==> src/rtl/cpu_mem_pkg.sv <==
// -----------------------------------------------------------------------------
// cpu_mem_pkg
// Shared definitions for the MEM-stage access unit: access size encodings,
// the access FSM state type, the default memory index width and the
// alignment rule shared by the datapath.
// -----------------------------------------------------------------------------
package cpu_mem_pkg;

  localparam int MEM_IDX_W_DEF = 10;

  typedef enum logic [1:0] {
    SZ_BYTE = 2'b00,
    SZ_HALF = 2'b01,
    SZ_WORD = 2'b10,
    SZ_ILL  = 2'b11
  } size_e;

  typedef enum logic {
    IDLE  = 1'b0,
    MERGE = 1'b1
  } state_e;

  // True when an access of the given size cannot be served at this byte
  // offset (includes the illegal size encoding).
  function automatic logic access_bad(size_e size, logic [1:0] offs);
    logic bad;
    case (size)
      SZ_BYTE: bad = 1'b0;
      SZ_HALF: bad = offs[0];
      SZ_WORD: bad = |offs;
      default: bad = 1'b1;
    endcase
    return bad;
  endfunction

endpackage

==> src/rtl/mem_access_unit_if.sv <==
// -----------------------------------------------------------------------------
// mem_access_unit_if
// Bundles the EX/MEM request, the data-memory bus and the MEM/WB result of the
// MEM-stage access unit.
//   req_*       : request from EX/MEM (valid, read, write, size, unsigned,
//                 byte address, right-justified store data, load rd)
//   stall       : hold EX/MEM while a sub-word store reads its target word
//   mem_*       : word-indexed memory port (read/write enables, index, write
//                 data, combinational read data)
//   wb_*        : registered load result; misaligned: registered error pulse
// slave modport  : the access unit
// master modport : the pipeline/memory environment around it
// -----------------------------------------------------------------------------
interface mem_access_unit_if;

  logic        req_valid;
  logic        req_read;
  logic        req_write;
  logic [1:0]  req_size;
  logic        req_unsigned;
  logic [31:0] req_addr;
  logic [31:0] req_wdata;
  logic [4:0]  req_rd;

  logic        stall;

  logic        mem_read;
  logic        mem_write;
  logic [31:0] mem_address;
  logic [31:0] mem_wdata;
  logic [31:0] mem_rdata;

  logic        wb_valid;
  logic [31:0] wb_data;
  logic [4:0]  wb_rd;
  logic        misaligned;

  modport slave (
    input  req_valid, req_read, req_write, req_size, req_unsigned,
           req_addr, req_wdata, req_rd, mem_rdata,
    output stall, mem_read, mem_write, mem_address, mem_wdata,
           wb_valid, wb_data, wb_rd, misaligned
  );

  modport master (
    output req_valid, req_read, req_write, req_size, req_unsigned,
           req_addr, req_wdata, req_rd, mem_rdata,
    input  stall, mem_read, mem_write, mem_address, mem_wdata,
           wb_valid, wb_data, wb_rd, misaligned
  );

endinterface

==> src/rtl/mem_access_unit_load_align.sv <==
// -----------------------------------------------------------------------------
// load_align
// Combinational load aligner: picks the addressed byte/half lane(s) out of a
// memory word (little-endian) and zero- or sign-extends to 32 bits. Also
// reports which byte lanes the access covers, used for store merging.
//   word_i      : 32-bit memory word
//   addr_i      : byte offset within the word
//   size_i      : access size
//   unsigned_i  : 1 = zero-extend, 0 = sign-extend
//   data_o      : aligned, extended load data
//   lane_mask_o : one bit per byte lane touched by the access
// -----------------------------------------------------------------------------
module load_align
  import cpu_mem_pkg::*;
(
  input  logic [31:0] word_i,
  input  logic [1:0]  addr_i,
  input  size_e       size_i,
  input  logic        unsigned_i,
  output logic [31:0] data_o,
  output logic [3:0]  lane_mask_o
);

  logic [7:0]  byte_sel;
  logic [15:0] half_sel;

  always_comb begin
    byte_sel    = word_i[{addr_i, 3'b000} +: 8];
    half_sel    = addr_i[1] ? word_i[31:16] : word_i[15:0];
    data_o      = word_i;
    lane_mask_o = 4'b1111;
    case (size_i)
      SZ_BYTE: begin
        data_o      = {{24{byte_sel[7] & ~unsigned_i}}, byte_sel};
        lane_mask_o = 4'b0001 << addr_i;
      end
      SZ_HALF: begin
        data_o      = {{16{half_sel[15] & ~unsigned_i}}, half_sel};
        lane_mask_o = addr_i[1] ? 4'b1100 : 4'b0011;
      end
      default: begin
        data_o      = word_i;
        lane_mask_o = 4'b1111;
      end
    endcase
  end

endmodule

==> src/rtl/mem_access_unit.sv <==
// -----------------------------------------------------------------------------
// mem_access_unit
// MEM-stage front end between EX/MEM and a word-addressed data memory.
// Byte-addressed loads/stores of byte/half/word size become word-index
// accesses; sub-word stores are a two-cycle read-modify-write that stalls
// EX/MEM for the read cycle; loads are aligned, extended and registered.
//   clk, rst_n : rising-edge clock, asynchronous active-low reset
//   bus        : mem_access_unit_if.slave (request, memory port, result)
// -----------------------------------------------------------------------------
module mem_access_unit
  import cpu_mem_pkg::*;
#(
  parameter int MEM_IDX_W = MEM_IDX_W_DEF
) (
  input logic              clk,
  input logic              rst_n,
  mem_access_unit_if.slave bus
);

  state_e      state_q, state_d;
  logic [31:0] merge_q, merge_d;
  logic        wb_valid_q, wb_valid_d;
  logic [31:0] wb_data_q, wb_data_d;
  logic [4:0]  wb_rd_q, wb_rd_d;
  logic        misaligned_q, misaligned_d;

  size_e       size;
  logic        bad;
  logic        req_active;
  logic        do_load;
  logic        do_store;
  logic        sub_store;

  logic        stall;
  logic        mem_read;
  logic        mem_write;
  logic [31:0] mem_wdata;

  logic [31:0] load_data;
  logic [3:0]  lane_mask;
  logic [31:0] mask32;
  logic [31:0] repl_data;

  // Address bits above the memory index are deliberately dropped (wrap).
  logic        unused_addr_hi;
  assign unused_addr_hi = ^bus.req_addr[31:MEM_IDX_W+2];

  assign size       = size_e'(bus.req_size);
  assign bad        = access_bad(size, bus.req_addr[1:0]);
  assign req_active = bus.req_valid & (bus.req_read | bus.req_write);
  // A store wins over a simultaneous load.
  assign do_store   = req_active & bus.req_write & ~bad;
  assign do_load    = req_active & bus.req_read & ~bus.req_write & ~bad;
  assign sub_store  = do_store & (size != SZ_WORD);

  load_align u_load_align (
    .word_i      (bus.mem_rdata),
    .addr_i      (bus.req_addr[1:0]),
    .size_i      (size),
    .unsigned_i  (bus.req_unsigned),
    .data_o      (load_data),
    .lane_mask_o (lane_mask)
  );

  // Store data replicated across all lanes so the lane mask alone selects it.
  always_comb begin
    mask32 = {{8{lane_mask[3]}}, {8{lane_mask[2]}},
              {8{lane_mask[1]}}, {8{lane_mask[0]}}};
    case (size)
      SZ_BYTE: repl_data = {4{bus.req_wdata[7:0]}};
      SZ_HALF: repl_data = {2{bus.req_wdata[15:0]}};
      default: repl_data = bus.req_wdata;
    endcase
  end

  always_comb begin
    state_d   = state_q;
    stall     = 1'b0;
    mem_read  = 1'b0;
    mem_write = 1'b0;
    mem_wdata = bus.req_wdata;
    merge_d   = merge_q;
    case (state_q)
      IDLE: begin
        if (do_load) begin
          mem_read = 1'b1;
        end else if (sub_store) begin
          mem_read = 1'b1;
          stall    = 1'b1;
          merge_d  = (bus.mem_rdata & ~mask32) | (repl_data & mask32);
          state_d  = MERGE;
        end else if (do_store) begin
          mem_write = 1'b1;
        end
      end
      MERGE: begin
        mem_write = 1'b1;
        mem_wdata = merge_q;
        state_d   = IDLE;
      end
      default: state_d = IDLE;
    endcase
    // Reset must kill an in-flight merge write immediately.
    if (!rst_n) begin
      stall     = 1'b0;
      mem_read  = 1'b0;
      mem_write = 1'b0;
    end
  end

  // Results are only produced for new requests seen in IDLE; in MERGE the
  // request on the bus is the store already being completed.
  always_comb begin
    wb_valid_d   = (state_q == IDLE) & do_load;
    wb_data_d    = wb_valid_d ? load_data : wb_data_q;
    wb_rd_d      = wb_valid_d ? bus.req_rd : wb_rd_q;
    misaligned_d = (state_q == IDLE) & req_active & bad;
  end

  always_ff @(posedge clk or negedge rst_n) begin
    if (!rst_n) begin
      state_q      <= IDLE;
      merge_q      <= '0;
      wb_valid_q   <= 1'b0;
      wb_data_q    <= '0;
      wb_rd_q      <= '0;
      misaligned_q <= 1'b0;
    end else begin
      state_q      <= state_d;
      merge_q      <= merge_d;
      wb_valid_q   <= wb_valid_d;
      wb_data_q    <= wb_data_d;
      wb_rd_q      <= wb_rd_d;
      misaligned_q <= misaligned_d;
    end
  end

  assign bus.stall       = stall;
  assign bus.mem_read    = mem_read;
  assign bus.mem_write   = mem_write;
  assign bus.mem_address = {{(32-MEM_IDX_W){1'b0}}, bus.req_addr[MEM_IDX_W+1:2]};
  assign bus.mem_wdata   = mem_wdata;
  assign bus.wb_valid    = wb_valid_q;
  assign bus.wb_data     = wb_data_q;
  assign bus.wb_rd       = wb_rd_q;
  assign bus.misaligned  = misaligned_q;

endmodule

==> src/flat_wrapper.sv <==
// flat-port wrapper written by rule: the top's interface ports become plain ports
module mem_access_unit_flat import cpu_mem_pkg::*;
#(
  parameter int MEM_IDX_W = MEM_IDX_W_DEF
)
  (clk, rst_n, bus_req_valid, bus_req_read, bus_req_write, bus_req_size, bus_req_unsigned, bus_req_addr, bus_req_wdata, bus_req_rd, bus_mem_rdata, bus_stall, bus_mem_read, bus_mem_write, bus_mem_address, bus_mem_wdata, bus_wb_valid, bus_wb_data, bus_wb_rd, bus_misaligned);
  mem_access_unit_if bus_i ();
  input logic clk;
  input logic rst_n;
  input wire logic [$bits(bus_i.req_valid)-1:0] bus_req_valid;
  input wire logic [$bits(bus_i.req_read)-1:0] bus_req_read;
  input wire logic [$bits(bus_i.req_write)-1:0] bus_req_write;
  input wire logic [$bits(bus_i.req_size)-1:0] bus_req_size;
  input wire logic [$bits(bus_i.req_unsigned)-1:0] bus_req_unsigned;
  input wire logic [$bits(bus_i.req_addr)-1:0] bus_req_addr;
  input wire logic [$bits(bus_i.req_wdata)-1:0] bus_req_wdata;
  input wire logic [$bits(bus_i.req_rd)-1:0] bus_req_rd;
  input wire logic [$bits(bus_i.mem_rdata)-1:0] bus_mem_rdata;
  output wire logic [$bits(bus_i.stall)-1:0] bus_stall;
  output wire logic [$bits(bus_i.mem_read)-1:0] bus_mem_read;
  output wire logic [$bits(bus_i.mem_write)-1:0] bus_mem_write;
  output wire logic [$bits(bus_i.mem_address)-1:0] bus_mem_address;
  output wire logic [$bits(bus_i.mem_wdata)-1:0] bus_mem_wdata;
  output wire logic [$bits(bus_i.wb_valid)-1:0] bus_wb_valid;
  output wire logic [$bits(bus_i.wb_data)-1:0] bus_wb_data;
  output wire logic [$bits(bus_i.wb_rd)-1:0] bus_wb_rd;
  output wire logic [$bits(bus_i.misaligned)-1:0] bus_misaligned;
  assign bus_i.req_valid = bus_req_valid;
  assign bus_i.req_read = bus_req_read;
  assign bus_i.req_write = bus_req_write;
  assign bus_i.req_size = bus_req_size;
  assign bus_i.req_unsigned = bus_req_unsigned;
  assign bus_i.req_addr = bus_req_addr;
  assign bus_i.req_wdata = bus_req_wdata;
  assign bus_i.req_rd = bus_req_rd;
  assign bus_i.mem_rdata = bus_mem_rdata;
  assign bus_stall = bus_i.stall;
  assign bus_mem_read = bus_i.mem_read;
  assign bus_mem_write = bus_i.mem_write;
  assign bus_mem_address = bus_i.mem_address;
  assign bus_mem_wdata = bus_i.mem_wdata;
  assign bus_wb_valid = bus_i.wb_valid;
  assign bus_wb_data = bus_i.wb_data;
  assign bus_wb_rd = bus_i.wb_rd;
  assign bus_misaligned = bus_i.misaligned;
  mem_access_unit #(.MEM_IDX_W(MEM_IDX_W)) u_core (.clk(clk), .rst_n(rst_n), .bus(bus_i));
endmodule
==> config.mk <==
export PLATFORM = sky130hd
export DESIGN_NAME = mem_access_unit_flat
export DESIGN_NICKNAME = d
export VERILOG_FILES = /design/src/rtl/cpu_mem_pkg.sv /design/src/rtl/mem_access_unit_if.sv /design/src/rtl/mem_access_unit_load_align.sv /design/src/rtl/mem_access_unit.sv /design/src/flat_wrapper.sv
export SDC_FILE = /design/constraint.sdc
export NUM_CORES = 1
export LEC_CHECK = 0
export CORE_MARGIN = 3
export CORE_UTILIZATION = 43
export CTS_BUF_LIST = sky130_fd_sc_hd__clkbuf_4
export CTS_CLUSTER_SIZE = 14
export DETAILED_ROUTE_END_ITERATION = 7
export PLACE_DENSITY = 0.83
export SETUP_SLACK_MARGIN = 0.5
export SKIP_CTS_REPAIR_TIMING = 1
export SLEW_MARGIN = 15
export SYNTH_ARGS = -nofsm -noshare
export SYNTH_HDL_FRONTEND = slang
export SYNTH_SLANG_ARGS = --single-unit
==> constraint.sdc <==
create_clock -name clk -period 1.9 [get_ports clk]
set_input_delay 0.38 -clock clk [delete_from_list [all_inputs] [get_ports clk]]
set_output_delay 0.38 -clock clk [all_outputs]
set_load 0.02 [all_outputs]
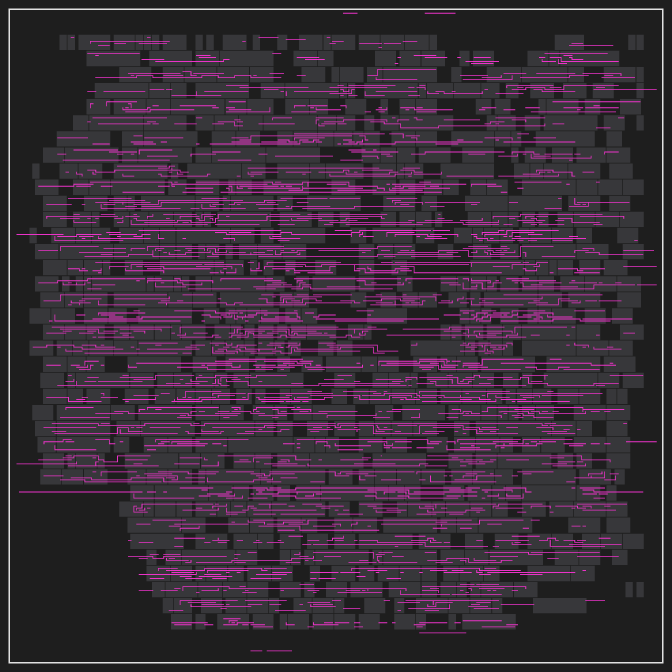
run_1/met1.png
longest straight run: 37.3 µm
wire length on this layer: 6,990 µm
nets with wire on the layer: 677
share of all routed wire: 38%
main direction: horizontal

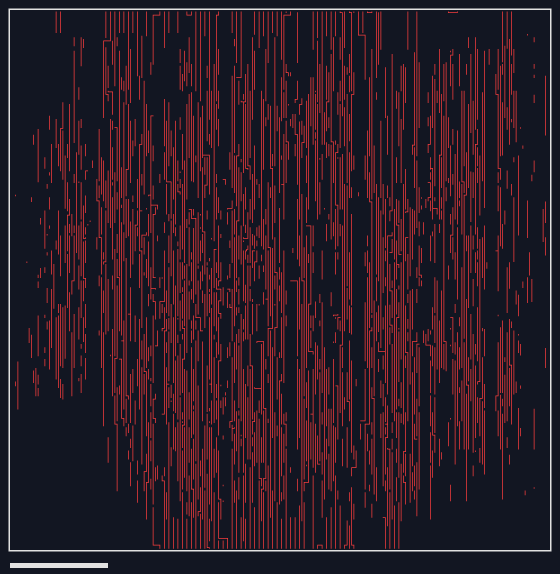
run_1/met2.png
The bar under the picture is 20 µm long.
main direction: vertical
share of all routed wire: 52%
longest straight run: 49.0 µm
nets with wire on the layer: 739
final wirelength: 18,410 µm
met2 Resource Use GR: 0.4276

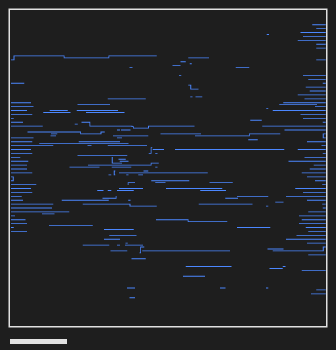
run_1/met3.png
The bar under the picture is 20 µm long.
share of all routed wire: 7.9%
longest straight run: 37.7 µm
wire length on this layer: 1,450 µm
nets with wire on the layer: 143
main direction: horizontal
overall via count from detail_route: 4,794
GR Util met3: 0.04659

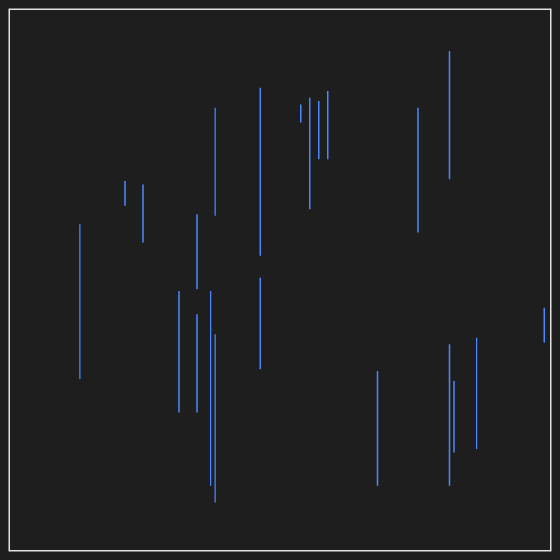
run_1/met4.png
main direction: vertical
wire length on this layer: 452 µm
longest straight run: 39.4 µm
nets with wire on the layer: 20

==> flow_summary_export.csv, run 1 <==
group,metric,value,unit
cells_and_area,area_delta_synth_final,70.06,%
yosys,syn-instance-count,479,
sta,period_used_share,1.087,
die,ios,215,
yosys,adder_share,0,
die,rows,37,
cells_and_area,clock_buffers,9,
yosys,ys_sh_xor,0,
job,cap_violations,0,
die,tap_cells,136,
yosys,top_cell_area_share,0.3860,
yosys,ys_sh_simple,0.1292,
sta,rsz0062_at_grt,"yes",
routing,dr_wl_met3,1450,µm
sta,tightest_slew,0.5383,ns
cells_and_area,lay_top_cells,"91 x buf_4, 73 x clkdlybuf4s50_1, 72 x dfrtp_1",
worst_setup_path,cp_max_fo,9,
sta,final.setup.worst_slack,-0.1646,ns
yosys,yosysChipArea,4668,µm²
yosys,ys_types,43,
grt,track_usage,0.2515,
cells_and_area,nonClockInverterCount,4,
outcome,status,"finished with violations",
power,p_comb_frac,0.470,
yosys,numSynthFlops,72,
power,power_density,765.9,nW/µm²
sta,maxSlewHeadroom,0.6411,
yosys,enable_flop_cells,0,
worst_setup_path,path_cells,"buf_6 > buf_12 > mux2_2 > clkbuf_2",
cts,cts-root-buf,"clkbuf_4",
cells_and_area,seq_cells,72,
grt,grt_max_degree,65,
power,seq_power,2230,µW
placement,dp_hpwl,11820,µm
die,dieWidth,110.2,µm
routing,met1_length,6988,µm
power,p_leak,0.003583,µW
sta,finalMaxSlewViolations,0,
worst_setup_path,slowest_delay,0.45,ns
power,power_clock,995,µW
yosys,top_cells_by_count,"72 x dfrtp_1, 54 x mux2_2, 52 x nand2_1, 36 x buf_4, 33 x nor2_1",
yosys,aoi_share,0.1678,
worst_setup_path,end_kind,"output port",
grt,use_met1,0.3285,
yosys,ys.warnings.count,0,
yosys,top_cells_by_area,"dfrtp_1 39%, mux2_2 13%, mux2i_1 6.9%",
cts,cts_sinks,72,
cts,cts_max_level,3,
worst_setup_path,critical_path.slowest_cell,"dfrtp_1",
outcome,violations,"negative setup slack",
routing,met2_length,9520,µm
power,p_seq_frac,0.367,
grt,grt_busiest_layer,"met2",
sta,setup_viol,35,
power,switching_share,0.3754,
run 1: stage by stage:
stage | setup WS (ns) | cells | cell area, µm²
floorplan | 0.3092 | 500 | 4933
global placement | -0.5013 | 796 | 6689
detailed placement | -0.5740 | 796 | 6689
CTS | -0.6424 | 812 | 6819
global route | -0.2147 | 854 | 7939
finish | -0.1646 | 854 | 7939
run 1: final timing paths:
path                                     from  cells after the start               endpoint
setup / recovery               u_core.state_q                      4       bus_mem_wdata[4]
hold / removal                          rst_n                      2     u_core.merge_q[21]
setup reg to reg               u_core.state_q                     10  u_core.bus.wb_data[0]
hold reg to reg            u_core.merge_q[26]                      2     u_core.merge_q[26]
max in group asynchronous               rst_n                      3    u_core.bus.wb_rd[3]
min in group clk              bus_req_size[1]                      4         u_core.state_q
run_1/final_clocks.png
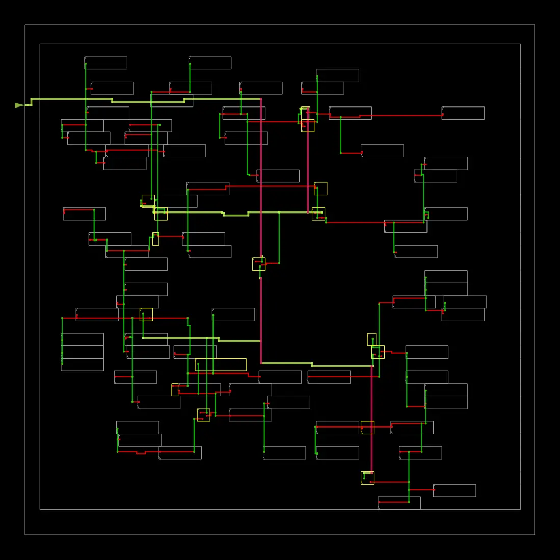

==> run 2: changes to the inputs <==
--- a/config.mk
+++ b/config.mk
@@ -6,14 +6,16 @@
 export NUM_CORES = 1
 export LEC_CHECK = 0
 export CORE_MARGIN = 3
-export CORE_UTILIZATION = 43
+export CORE_UTILIZATION = 44
 export CTS_BUF_LIST = sky130_fd_sc_hd__clkbuf_4
 export CTS_CLUSTER_SIZE = 14
 export DETAILED_ROUTE_END_ITERATION = 7
-export PLACE_DENSITY = 0.83
+export GPL_TIMING_DRIVEN = 0
+export PLACE_DENSITY = 0.84
 export SETUP_SLACK_MARGIN = 0.5
 export SKIP_CTS_REPAIR_TIMING = 1
 export SLEW_MARGIN = 15
 export SYNTH_ARGS = -nofsm -noshare
 export SYNTH_HDL_FRONTEND = slang
+export SYNTH_HIERARCHICAL = 1
 export SYNTH_SLANG_ARGS = --single-unit
==> constraint.sdc (replaced) <==
create_clock -name clk -period 2 [get_ports clk]
set_input_delay 0.4 -clock clk [delete_from_list [all_inputs] [get_ports clk]]
set_output_delay 0.4 -clock clk [all_outputs]
set_load 0.02 [all_outputs]
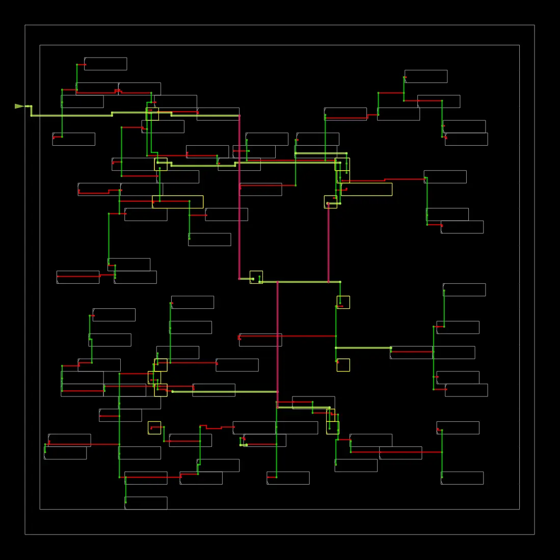
run_2/final_clocks.png
clk_skew: 0.01289 ns
clk_lat worst skew: 0.43 ns
Power Clock: 1090 µW
number of clock buffers in the layout: 11
number of sequential storage elements: 72

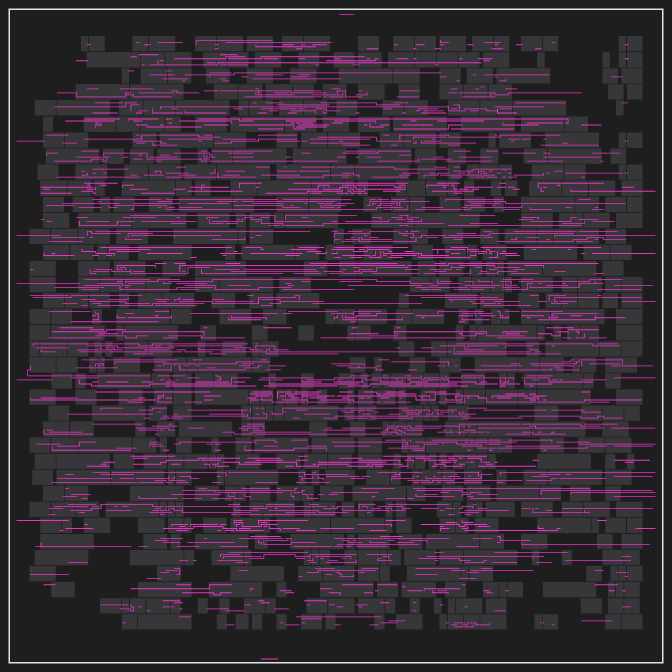
run_2/met1.png
share of all routed wire: 42%
longest straight run: 55.2 µm

==> run 2 against run 1 <==
Compared with the run above: the run ends with negative hold slack, negative setup slack left; synthesized cell count down 2.9%; largest cell class unchanged; critical path depth unchanged; largest power group unchanged; worst hold slack worse by 0.15 ns; sequential power down 8%.
==> flow_summary_export.csv, run 2 <==
group,metric,value,unit
outcome,status,"finished with violations",
outcome,violations,"negative hold slack, negative setup slack",
cells_and_area,final_cell_area,7490,µm²
power,switching_share,0.3383,
routing,met1_length,6959,µm
worst_setup_path,cp.depth,4,
worst_setup_path,critical_path.slowest_cell,"dfrtp_1",
sta,final.setup.worst_slack,-0.1582,ns
worst_setup_path,cp_max_fo,6,
grt,use_met1,0.3236,
sta,finalMaxSlewViolations,0,
grt,track_usage,0.2501,
sta,rsz0062_at_grt,"yes",
routing,dr_wl_met3,1435,µm
cells_and_area,area_delta_synth_final,56.09,%
power,p_seq_frac,0.386,
worst_setup_path,reg2reg_depth,8,
yosys,numSynthFlops,72,
worst_setup_path,crit-reg2reg-launch,"u_core/state_q",
sta,hold_slack,-0.09831,ns
worst_setup_path,slowest_delay,0.40,ns
worst_setup_path,crit_path_start,"u_core/state_q",
yosys,ys_types,40,
sta,setup_viol,45,
grt,grt_max_degree,41,
die,ios,215,
power,p_leak,0.003940,µW
routing,met2_length,8133,µm
sta,hold_viol_final,32,
placement,placed_cell_area,6919,µm²
power,p_comb_frac,0.410,
sta,period_used_share,1.079,
cts,cts_sinks,72,
placement,dp_hpwl,12270,µm
worst_setup_path,r2r-end,"u_core/bus.wb_data[12]",
yosys,enable_flop_cells,0,
yosys,syn-instance-count,465,
die,tap_cells,136,
yosys,top_cell_area_share,0.3755,
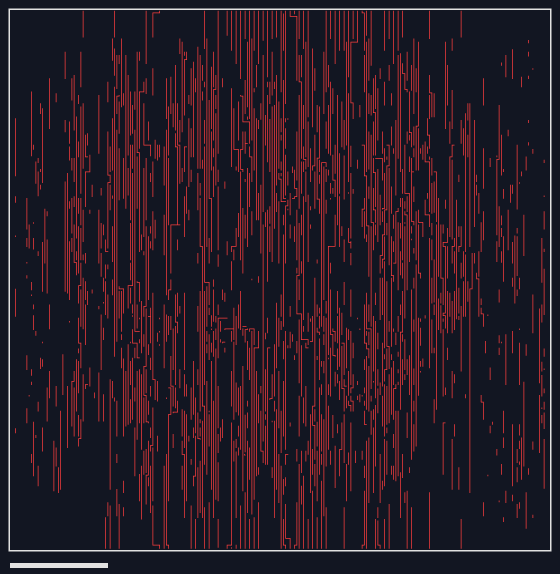
run_2/met2.png
The bar under the picture is 20 µm long.
main direction: vertical
nets with wire on the layer: 702
wire length on this layer: 8,130 µm
share of all routed wire: 49%
longest straight run: 55.1 µm
final wirelength: 16,730 µm
overall via count from detail_route: 4,539
met2 Resource Use GR: 0.4130

## run 2: netlist changes by cell type after synthesis, moves of 8 or more
cell      before  now
mux2_2        54  110
o21ai_1       23    0
mux2i_1       32   17
a21oi_1       30   16
a21oi_2       10    0
inv_1          2   12
a221oi_1       8    0
o221ai_1       0    8
or3b_2         0    8
## run 2: power groups by stage
stage	registers [µW]	clock network, µW	logic (µW)
after global placement	2070	0	2170
final	2060	1090	2190
after global routing	2110	1190	2320
after CTS	2060	1100	2210
after detailed placement	2080	0	2200
after floorplan	2290	0	981
## run 2: kinds of logic after synthesis
family / share of synthesized area
AND/OR/NAND/NOR: 0.1129
other: 0.0007815
flip-flops: 0.3755
buffers and inverters: 0.1035
multiplexers: 0.2983
AND-OR/OR-AND: 0.1090
run_2/met3.png
The bar under the picture is 20 µm long.
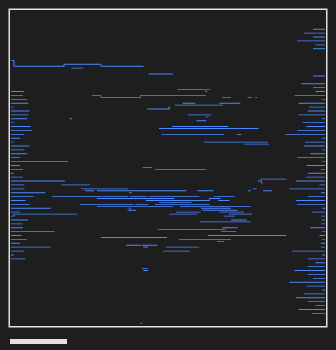

==> run 3: changes to the inputs <==
--- a/config.mk
+++ b/config.mk
@@ -8,6 +8,7 @@
 export CORE_MARGIN = 3
 export CORE_UTILIZATION = 44
 export CTS_BUF_LIST = sky130_fd_sc_hd__clkbuf_4
+export CTS_CLUSTER_DIAMETER = 50
 export CTS_CLUSTER_SIZE = 14
 export DETAILED_ROUTE_END_ITERATION = 7
 export GPL_TIMING_DRIVEN = 0
@@ -19,3 +20,4 @@
 export SYNTH_HDL_FRONTEND = slang
 export SYNTH_HIERARCHICAL = 1
 export SYNTH_SLANG_ARGS = --single-unit
+export TNS_END_PERCENT = 10
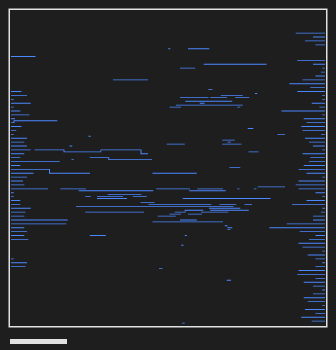
run_3/met3.png
The bar under the picture is 20 µm long.
wire length on this layer: 1,240 µm
main direction: horizontal

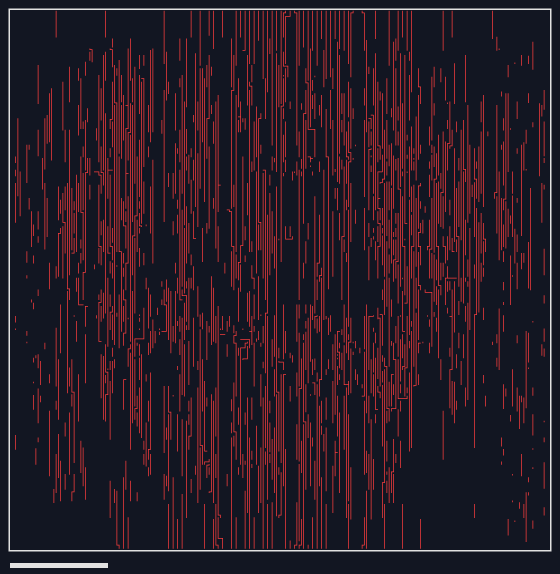
run_3/met2.png
The bar under the picture is 20 µm long.
nets with wire on the layer: 689
main direction: vertical
share of all routed wire: 49%
longest straight run: 49.0 µm
final wirelength: 16,600 µm
met2 Resource Use GR: 0.4268

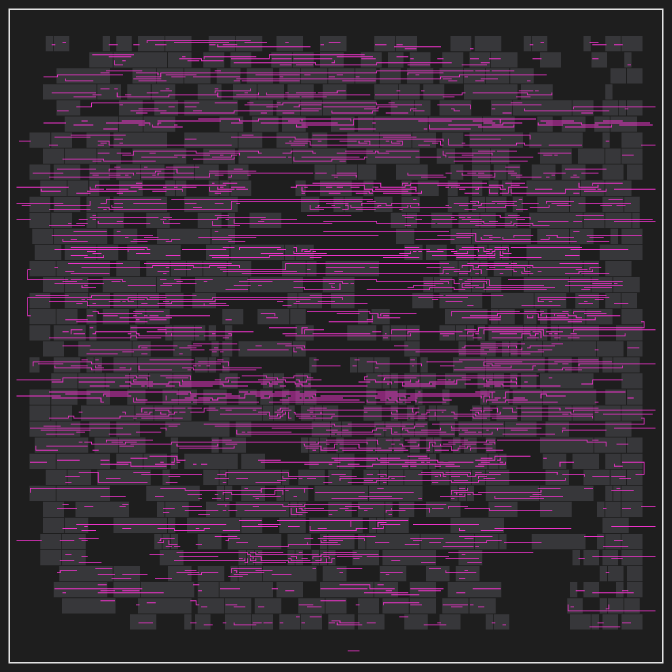
run_3/met1.png
main direction: horizontal
nets with wire on the layer: 650

==> run 3 against run 2 <==
Compared with the run above: the run ends with negative setup slack left; sequential power about the same; maximum frequency is 0.21% higher; non-clock buffer count shrank 7; via count is 2.7% lower; sequential cell count stayed put; power is 2.2% lower; worst hold slack gained 0.47 ns; sequential share of layout area grew 0.37 points; clock power fell by about 10%; worst setup slack improved by 0.0045 ns; core utilization down 1.1 points; cell count down 0.85%; largest cell class unchanged; largest power group unchanged.
==> flow_summary_export.csv, run 3 <==
group,metric,value,unit
outcome,violations,"negative setup slack",
power,powerComb,2200,µW
yosys,numSynthFlops,72,
power,power_clock,984,µW
sta,final.setup.worst_slack,-0.1537,ns
power,switching_share,0.3470,
sta,setup_viol,73,
yosys,ys_sh_simple,0.1129,
die,ios,215,
grt,track_usage,0.2526,
sta,hold_slack,0.3719,ns
yosys,aoi_share,0.1090,
yosys,ys_sh_xor,0,
placement,placed_cell_area,6827,µm²
yosys,enable_flop_cells,0,
cells_and_area,area_delta_synth_final,53.74,%
grt,use_met1,0.3273,
power,p_comb_frac,0.421,
sta,finalMaxSlewViolations,0,
yosys,topCombFamilyByArea,"multiplexers",
worst_setup_path,cp_max_fo,9,
yosys,ys_sh_mux,0.2983,
outcome,status,"finished with violations",
routing,dr_wl_met3,1237,µm
routing,met2_length,8169,µm
worst_setup_path,critical_path.slowest_cell,"dfrtp_1",
power,p_leak,0.004013,µW
power,maxPowerGroup,"combinational logic",
worst_setup_path,crit-reg2reg-launch,"u_core/state_q",
grt,grt_max_degree,47,
sta,finClkSkew,0.006549,ns
worst_setup_path,slowest_delay,0.39,ns
routing,met1_length,6897,µm
yosys,adder_share,0,
power,p_seq_frac,0.391,
## run 3: layout make-up
class                      instances  area (µm²)
sequential                        72        1802
fill                             786        3085
clock buffer                       9       67.56
buffer                            68       564.3
inverter                          13       53.80
tap                              136       170.2
timing repair buffer             175        1926
clock inverter                     7       78.83
multi-input combinational        333        2715
## run 3: path summary, 6_finish.rpt
kind | end | slack [ns] | depth (start not counted)
worst max-delay path | bus_stall | -0.15 | 4
worst min-delay path | u_core/bus.misaligned | 0.37 | 3
worst max register to register | u_core/merge_q[15] | -0.14 | 6
worst min register to register | u_core/bus.wb_data[7] | 0.51 | 1
max in group asynchronous | u_core/bus.wb_data[16] | 1.07 | 3
min in group asynchronous | u_core/merge_q[11] | 0.67 | 3
Power figures rest on the tool's default switching activity, not on a simulated workload.
